==> config.mk <==
export PLATFORM = sky130hd
export DESIGN_NAME = display_latch
export DESIGN_NICKNAME = d
export VERILOG_FILES = /design/src/rtl/display_pkg.sv /design/src/rtl/bus_strobe_sync.sv /design/src/rtl/display_latch.sv
export SDC_FILE = /design/constraint.sdc
export NUM_CORES = 1
export LEC_CHECK = 0
export ABC_AREA = 0
export CAP_MARGIN = 10
export CORE_ASPECT_RATIO = 0.7
export CORE_MARGIN = 5
export CORE_UTILIZATION = 30
export DETAILED_ROUTE_END_ITERATION = 10
export PLACE_DENSITY_LB_ADDON = 0.08
export REMOVE_ABC_BUFFERS = 1
export SLEW_MARGIN = 15
export SYNTH_ARGS = -nofsm -noshare
export SYNTH_HDL_FRONTEND = slang
export SYNTH_HIERARCHICAL = 1
export SYNTH_SLANG_ARGS = --single-unit
==> constraint.sdc <==
create_clock -name clk -period 4.5 [get_ports clk]
set_input_delay 1.35 -clock clk [delete_from_list [all_inputs] [get_ports clk]]
set_output_delay 1.35 -clock clk [all_outputs]
set_load 0.01 [all_outputs]
Figure 1. M1 wires (run 1).
Scale: 4 px per µm.
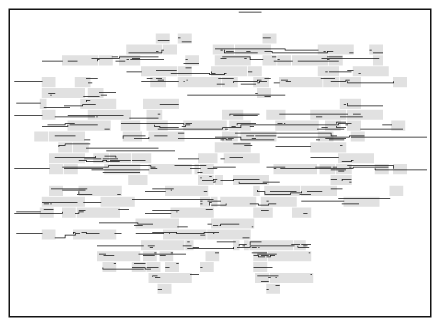
longest straight run: 24.4 µm
share of all routed wire: 45%
met1 Track Usage GR: 10.46%
vias: 926
DRT Wirelength: 3.112 mm

Figure 2. Signal wires on met2 (run 1).
Scale: 4 px per µm.
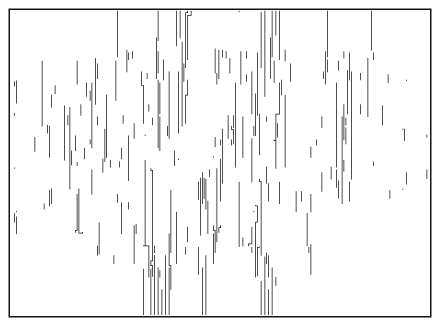
wire length on this layer: 1,490 µm
main direction: vertical
share of all routed wire: 48%
nets with wire on the layer: 150
Global Route met2 Usage: 12.69%

Figure 3. The metal 3 layer (run 1).
Scale: 3 px per µm.
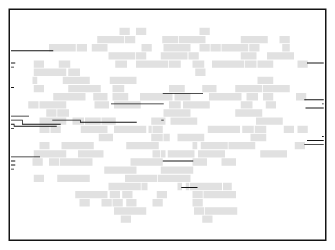
longest straight run: 18.6 µm
share of all routed wire: 5.5%
nets with wire on the layer: 21
wire length on this layer: 172 µm
main direction: horizontal
met3 track utilization from global routing: 3.472%

==> results.json, run 1 <==
{
  "totalNegativeSetupSlack_ns": 0,
  "critPathBufInv": 1,
  "die_x_um": 105.0,
  "top_cell": "dfrtp_1",
  "ctsRootBufferMaster": "clkbuf_8",
  "max-vdd-ir-drop_mv": 0.1734,
  "outcome": "finished, final reports clean",
  "taps": 78,
  "asyncSetResetFlopFracSynth_pct": 52.83,
  "edf_count": 25,
  "ys_ff": 53,
  "combinational_cell_area_excluding_buffers_and_inverters_um2": 409.1,
  "synth.cellmix.compoundShare_pct": 0,
  "synthCells": 91,
  "layout.nets": 169,
  "logic_family": "multiplexers",
  "num_rows": 24,
  "grt_pass1_vias": 1030,
  "synthSimpleGateAreaFrac_pct": 5.347,
  "drv.max_cap_violation_count": 0,
  "cts_tree": "done",
  "nFillCells": 573,
  "finalClockSkew_ns": 0.006689,
  "critical_path_depth": 1,
  "synth.top_cells.by_area": "edfxtp_1, dfrtp_1, mux2_2",
  "seq_cell_count": 53,
  "grt_first_pass_wirelength_mm": 5.216,
  "cts_inserted_buffers": 5,
  "drtIter0Drc": 24,
  "post_synth_instance_area_um2": 1896,
  "diodes": 0,
  "synth.yosys.num_cells": 91,
  "rrSetupSlack_ns": 2.21,
  "non_clock_inverter_count": 1,
  "max_freq_mhz": 388.1,
  "tritoncts_num_sinks": 53,
  "crit_path_top_delay_cell": "clkdlybuf4s50_1",
  "gp_congestion": 0.6438,
  "final_layout_top_logic_cell": "clkdlybuf4s50_1",
  "totalPowerFinal_mw": 0.8550,
  "hold_wc_path_type": "register to register",
  "detail_route.first_pass.iterations": 4,
  "mostFrequentLayoutCells": "clkdlybuf4s50_1, dfrtp_1, edfxtp_1, mux2_2, mux2_4",
  "cts.clk_slew.worst_paths_ns": 0.08,
  "relSlewSlack_pct": 38.99,
  "post-route-min-period_ns": 2.577,
  "route.detailed.drc": 0,
  "timing_worst_slew_pin_value_ns": 0.9151,
  "area.growth.synth_to_final_pct": 32.21
}
==> run 1: layer usage <==
metal / track usage (%) / up-vias / share of wire, % / routed length (µm)
met5: 0 / - / 0 / 0
met4: 3.831 / 0 / 1.4 / 45
met3: 3.472 / 6 / 5.5 / 171
met2: 12.69 / 25 / 48 / 1489
met1: 10.46 / 460 / 45 / 1405
li1: - / 435 / - / -
==> run 1: stage by stage <==
stage | hold slack, ns | setup slack (ns) | instance area, µm²
after CTS | 0.3604 | 1.746 | 2511
after global placement | 0.3359 | 1.467 | 2410
final | 0.3558 | 1.923 | 2506
after floorplan | 0.3312 | 2.455 | 1864
after global routing | 0.3669 | 1.868 | 2506
after detailed placement | 0.3412 | 1.422 | 2410
Figure 4. Track usage over the die (run 1).
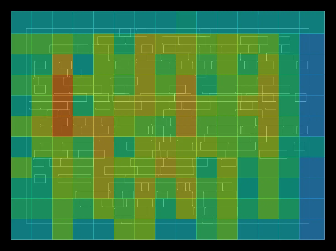

==> run 2: changes to the inputs <==
Clock period 4.5 ns to 2.1 ns, I/O delays scaled along.
Figure 5. Track usage over the die (run 2).
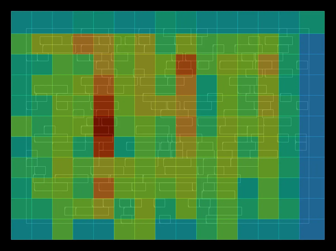
met3 track utilization from global routing: 3.133%
highest-utilization routing layer at the global route stage: met2
met1 Track Usage GR: 10.44%
post-route core utilization: 41.63%

Figure 6. Signal wires on met2 (run 2).
Scale: 4 px per µm.
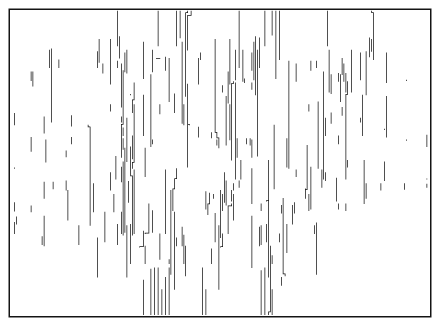
longest straight run: 29.2 µm
main direction: vertical
DRT Wirelength: 3.276 mm
vias: 947
Global Route met2 Usage: 14.95%

==> results.json, run 2 <==
{
  "grt_first_pass_wirelength_mm": 5.568,
  "timing_worst_slew_pin_value_ns": 0.3607,
  "synth.top_cells.by_area": "edfxtp_1, dfrtp_1, mux2_2",
  "cts_tree": "done",
  "detail_route.first_pass.iterations": 3,
  "totalPowerFinal_mw": 1.894,
  "die_x_um": 105.0,
  "diodes": 0,
  "drv.max_cap_violation_count": 0,
  "post-place-ws_ns": 0.1348,
  "critPathBufInv": 1,
  "route.detailed.drc": 0,
  "cts.clk_slew.worst_paths_ns": 0.09,
  "asyncSetResetFlopFracSynth_pct": 52.83,
  "critical_path_depth": 5,
  "dr_top_layer": "met4",
  "top_cell": "dfrtp_1",
  "relSlewSlack_pct": 75.95,
  "crit_path_top_delay_cell": "or4_4",
  "synthCells": 91,
  "max-vdd-ir-drop_mv": 0.2533,
  "grt_pass1_vias": 1114,
  "place_area_um2": 2457,
  "synthSimpleGateAreaFrac_pct": 5.347,
  "num_rows": 24,
  "ys_ff": 53,
  "synth.yosys.num_cells": 91,
  "met2WireLength_mm": 1.679,
  "tritoncts_num_sinks": 53,
  "outcome": "finished, final reports clean",
  "gp_congestion": 0.6383,
  "logic_family": "multiplexers",
  "layout.nets": 172,
  "hold_wc_path_type": "register to register",
  "mostFrequentLayoutCells": "clkdlybuf4s50_1, dfrtp_1, edfxtp_1, mux2_2, mux2_4",
  "finalClockSkew_ns": 0.01083,
  "final_layout_top_logic_cell": "clkdlybuf4s50_1",
  "ctsRootBufferMaster": "clkbuf_8",
  "edf_count": 25,
  "routed-wl-met3_um": 159,
  "post_synth_instance_area_um2": 1896,
  "finish.instance_area_um2": 2575,
  "max_freq_mhz": 511.9
}
Figure 7. The metal 3 layer (run 2).
Scale: 3 px per µm.
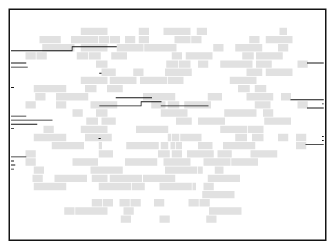
share of all routed wire: 4.9%
main direction: horizontal
wire length on this layer: 160 µm
nets with wire on the layer: 20

run 2: cell counts after synthesis:
Identical to the previous run, type by type.
run 2: what timing repair did:
item                                    in CTS  in global routing
hold endpoints to repair                     0                  0
gates resized                                0                  1
endpoints found under the setup margin       0                 13
hold buffers                                 0                  0
run 2: cell type report:
| cell class | count | area, µm² |
|---|---|---|
| Tap cell | 78 | 97.59 |
| Sequential cell | 53 | 1451 |
| Multi-Input combinational cell | 35 | 415.4 |
| Timing Repair Buffer | 48 | 495.5 |
| Clock buffer | 8 | 111.4 |
| Inverter | 1 | 3.754 |
| Fill cell | 575 | 3611 |
run 2: kinds of logic (layout without fill, tap and decap cells):
| logic type | Yosys count | in the layout |
|---|---|---|
| buffers and inverters | 3 | 57 |
| DFF | 53 | 53 |
| muxes | 24 | 24 |
| and+or+nand+nor | 11 | 11 |
